### config.mk
export PLATFORM = sky130hd
export DESIGN_NAME = uart_tx
export DESIGN_NICKNAME = d
export VERILOG_FILES = /design/src/rtl/uart_tx.sv
export SDC_FILE = /design/constraint.sdc
export NUM_CORES = 1
export LEC_CHECK = 0
export ABC_CLOCK_PERIOD_IN_PS = 5500
export CORE_MARGIN = 4
export CORE_UTILIZATION = 55
export DETAILED_ROUTE_END_ITERATION = 7
export PLACE_DENSITY = 0.81
export SYNTH_ARGS = -nofsm -noshare
export SYNTH_HDL_FRONTEND = slang
export SYNTH_SLANG_ARGS = --single-unit
### constraint.sdc
create_clock -name Clk -period 5.5 [get_ports Clk]
set_input_delay 1.1 -clock Clk [delete_from_list [all_inputs] [get_ports Clk]]
set_output_delay 1.1 -clock Clk [all_outputs]
set_load 0.01 [all_outputs]
### src/rtl/uart_tx.sv
// uart_tx: serial transmitter, one bit per Clk cycle.
// Frame: start(0), DATA_WIDTH data bits LSB first, optional parity, stop(1).
// Tx_out is a register loaded from the next state, so the start bit appears
// in the cycle after the accepting edge.
// Optional macro UART_TX_HOLD_BUF_EN adds a one-entry holding buffer so a
// second word can be queued during a frame and sent back-to-back.
//
// state  | meaning
// IDLE   | line high, waiting for a transfer
// START  | start bit (0) on the line
// DATA   | data bit cnt_q on the line, LSB first
// PARITY | parity of the latched word on the line
// STOP   | stop bit (1) on the line
module uart_tx #(
    parameter int DATA_WIDTH = 8
) (
    input  logic                  Clk,
    input  logic                  Rst,
    input  logic [DATA_WIDTH-1:0] P_Data,
    input  logic                  Data_Valid,
    input  logic                  Parity_En,
    input  logic                  Parity_Typ,
    output logic                  Tx_out,
    output logic                  Busy,
    output logic                  Ready
);

    localparam int CNT_W = (DATA_WIDTH > 1) ? $clog2(DATA_WIDTH) : 1;
    localparam logic [CNT_W-1:0] LAST_BIT = CNT_W'(DATA_WIDTH - 1);

    typedef enum logic [2:0] {
        S_IDLE,
        S_START,
        S_DATA,
        S_PARITY,
        S_STOP
    } state_t;

    state_t                  state_q, state_d;
    logic [CNT_W-1:0]        cnt_q, cnt_d;
    logic [DATA_WIDTH-1:0]   data_q, data_d;
    logic                    pen_q, pen_d;
    logic                    ptyp_q, ptyp_d;
    logic                    tx_q, tx_d;
    logic                    xfer;

`ifdef UART_TX_HOLD_BUF_EN
    logic                    buf_full_q, buf_full_d;
    logic [DATA_WIDTH-1:0]   buf_data_q, buf_data_d;
    logic                    buf_pen_q, buf_pen_d;
    logic                    buf_ptyp_q, buf_ptyp_d;

    assign Ready = ~buf_full_q;
    assign Busy  = (state_q != S_IDLE) | buf_full_q;
`else
    assign Ready = (state_q == S_IDLE);
    assign Busy  = (state_q != S_IDLE);
`endif

    assign xfer   = Data_Valid & Ready;
    assign Tx_out = tx_q;

    // Next-state, word latching, holding buffer and next line level.
    always_comb begin
        state_d = state_q;
        cnt_d   = cnt_q;
        data_d  = data_q;
        pen_d   = pen_q;
        ptyp_d  = ptyp_q;
`ifdef UART_TX_HOLD_BUF_EN
        buf_full_d = buf_full_q;
        buf_data_d = buf_data_q;
        buf_pen_d  = buf_pen_q;
        buf_ptyp_d = buf_ptyp_q;
`endif
        case (state_q)
            S_IDLE: begin
`ifdef UART_TX_HOLD_BUF_EN
                // A word queued on the final stop cycle is launched first.
                if (buf_full_q) begin
                    data_d     = buf_data_q;
                    pen_d      = buf_pen_q;
                    ptyp_d     = buf_ptyp_q;
                    buf_full_d = 1'b0;
                    state_d    = S_START;
                end else
`endif
                if (xfer) begin
                    data_d  = P_Data;
                    pen_d   = Parity_En;
                    ptyp_d  = Parity_Typ;
                    state_d = S_START;
                end
            end
            S_START: begin
                cnt_d   = '0;
                state_d = S_DATA;
            end
            S_DATA: begin
                if (cnt_q == LAST_BIT) begin
                    cnt_d   = '0;
                    state_d = pen_q ? S_PARITY : S_STOP;
                end else begin
                    cnt_d = cnt_q + 1'b1;
                end
            end
            S_PARITY: begin
                state_d = S_STOP;
            end
            S_STOP: begin
`ifdef UART_TX_HOLD_BUF_EN
                if (buf_full_q) begin
                    data_d     = buf_data_q;
                    pen_d      = buf_pen_q;
                    ptyp_d     = buf_ptyp_q;
                    buf_full_d = 1'b0;
                    state_d    = S_START;
                end else begin
                    state_d = S_IDLE;
                end
`else
                state_d = S_IDLE;
`endif
            end
            default: begin
                state_d = S_IDLE;
            end
        endcase
`ifdef UART_TX_HOLD_BUF_EN
        // Words accepted while a frame is running wait in the buffer.
        if (xfer && (state_q != S_IDLE)) begin
            buf_full_d = 1'b1;
            buf_data_d = P_Data;
            buf_pen_d  = Parity_En;
            buf_ptyp_d = Parity_Typ;
        end
`endif
        case (state_d)
            S_IDLE:   tx_d = 1'b1;
            S_START:  tx_d = 1'b0;
            S_DATA:   tx_d = data_d[cnt_d];
            S_PARITY: tx_d = (^data_d) ^ ptyp_d;
            S_STOP:   tx_d = 1'b1;
            default:  tx_d = 1'b1;
        endcase
    end

    // State, latched word and registered line output.
    always_ff @(posedge Clk or negedge Rst) begin
        if (!Rst) begin
            state_q <= S_IDLE;
            cnt_q   <= '0;
            data_q  <= '0;
            pen_q   <= 1'b0;
            ptyp_q  <= 1'b0;
            tx_q    <= 1'b1;
        end else begin
            state_q <= state_d;
            cnt_q   <= cnt_d;
            data_q  <= data_d;
            pen_q   <= pen_d;
            ptyp_q  <= ptyp_d;
            tx_q    <= tx_d;
        end
    end

`ifdef UART_TX_HOLD_BUF_EN
    // One-entry holding buffer.
    always_ff @(posedge Clk or negedge Rst) begin
        if (!Rst) begin
            buf_full_q <= 1'b0;
            buf_data_q <= '0;
            buf_pen_q  <= 1'b0;
            buf_ptyp_q <= 1'b0;
        end else begin
            buf_full_q <= buf_full_d;
            buf_data_q <= buf_data_d;
            buf_pen_q  <= buf_pen_d;
            buf_ptyp_q <= buf_ptyp_d;
        end
    end
`endif

endmodule

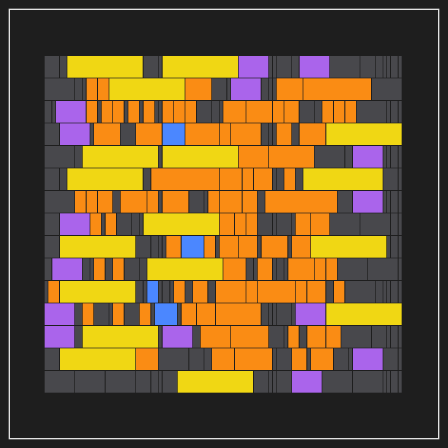
(images/class_map.png)
Fill, decap, tap and diode cells in grey.
| class | colour | cells | share of their area |
|---|---|---|---|
| registers | yellow | 17 | 36% |
| clock drivers and dummy loads | blue | 4 | 2.2% |
| remaining logic cells | orange | 89 | 49% |
| remaining buffers and delay cells | purple | 15 | 13% |
# rows: 15
core area: 0.00176 mm2

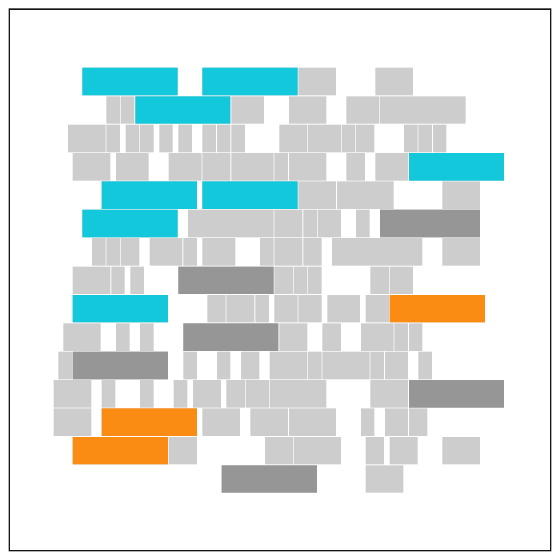
(images/ff_map.png)
Other sequential cells in the stronger grey, the rest of the logic in the fainter grey.
| name in the netlist | colour | placed flops |
|---|---|---|
| state_q | orange | 3 |
| data_q | cyan | 8 |
Seq. cell area: 427 um2
P_seq: 253 uW

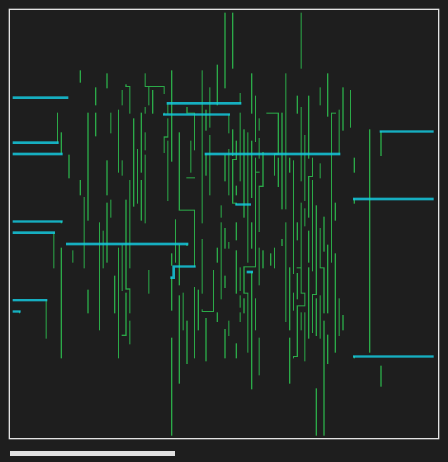
(images/layers.png)
Bar = 20 um. Only two layers are drawn.
| layer | colour | wire length |
|---|---|---|
| M3 | cyan | 111 um |
| M2 | green | 949 um |
routed wire length: 2070 um
Routed wire per std cell: 13.8 um
GRT Total Usage: 17.7%

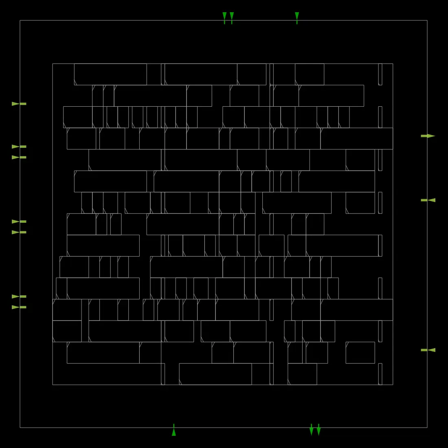
(images/placed.png)
flop share of the area: 35.0%
final core utilization: 69.1%

==> GITHUB_STEP_SUMMARY <==
## Implementation flow summary

| Metric | Value |
|---|---|
| Final WS setup | approximately 2.2 ns |
| First-pass GRT wire length | 3470 um |
| Top Usage Layer GRT | met2 |
| Dominant comb cell | simple AND/OR/NAND/NOR gates |
| Max-Cap Viols | 0 |
| Layout area overhead | 15.8% |
| FF-to-FF setup slack | 2.86 ns |
| Initial antenna violation count | 0 |
| Crit path DAT | 3.46 ns |
| Most frequent logic cell in the layout | nand2_1 |
| RSZ-0062 raised after global routing | false |
| Clk_skew | 0.00330 ns |
| Leading area contributor after synthesis | dfrtp_1 |
| Seq share, synth | roughly two fifths |
| Comb. pwr | roughly 430 uW |
| Hold/Removal Path Class | flop to flop |
| # clock sinks | 17 |
| Clk ins delay skew pair | between 0.2 and 0.3 ns |
| Hold Path Depth | 2 |
| Outcome | complete, no violations |
| Pre-antenna DRT Iters | 4 |
| Slew Limit Fails | 0 |
| # port buffers | 15 |
| Share of Yosys cell area claimed by the top area cell type | 38.0% |
| Invs w/o clock | 6 |
| Yosys Chip Area | 0.00105 mm2 |
| Delay-heaviest family, CP | simple AND/OR/NAND/NOR gates |
| Drc violations | 0 |
| Clk pwr | a little under 70 uW |
| Logic Gate Count | 83 |
| Switching share of total power | 40.5% |
| Worst r2r src | state_q[2]$_DFF_PN0_ |
| P_sw | between 300 and 400 uW |
| Critical Path Source | Data_Valid |
| Met3 Routed Length | 110 um |
| Tapcell Cnt | 25 |
| Nets | ~140 |
| Post-Syn Area per Cell | 9.48 um2 |
| Vias in the first global route | 818 |
| H-tree depth | 1 |
| Clock transition at the registers of the reported paths | 0.10 ns |
==> stage by stage <==
step / util (%) / hold slack, ns / total power, mW / instances / instance area (um2)
2_1_floorplan: - / 0.462 / 0.599 / 111 / 1050
3_3_place_gp: 67.6 / 0.486 / 0.670 / 146 / 1190
3_5_place_dp: 67.6 / 0.500 / 0.686 / 146 / 1190
4_1_cts: 69.1 / 0.530 / 0.753 / 150 / 1220
5_1_grt: 69.1 / 0.572 / 0.813 / 150 / 1220
6_report: 69.1 / 0.525 / 0.753 / 150 / 1220
==> tightest hold or removal path, stage by stage, from the launching register on <==
cell and delay [ns]:
dfrtp_1 0.38, nand2_1 0.05, o21ai_0 0.06
==> state kept, by name, indices dropped and copies added (netlist names) <==
register	cells
Tx_out	1
cnt_q	3
data_q	8
pen_q	1
ptyp_q	1
state_q	3
Power figures rest on the tool's default switching activity, not on a simulated workload.
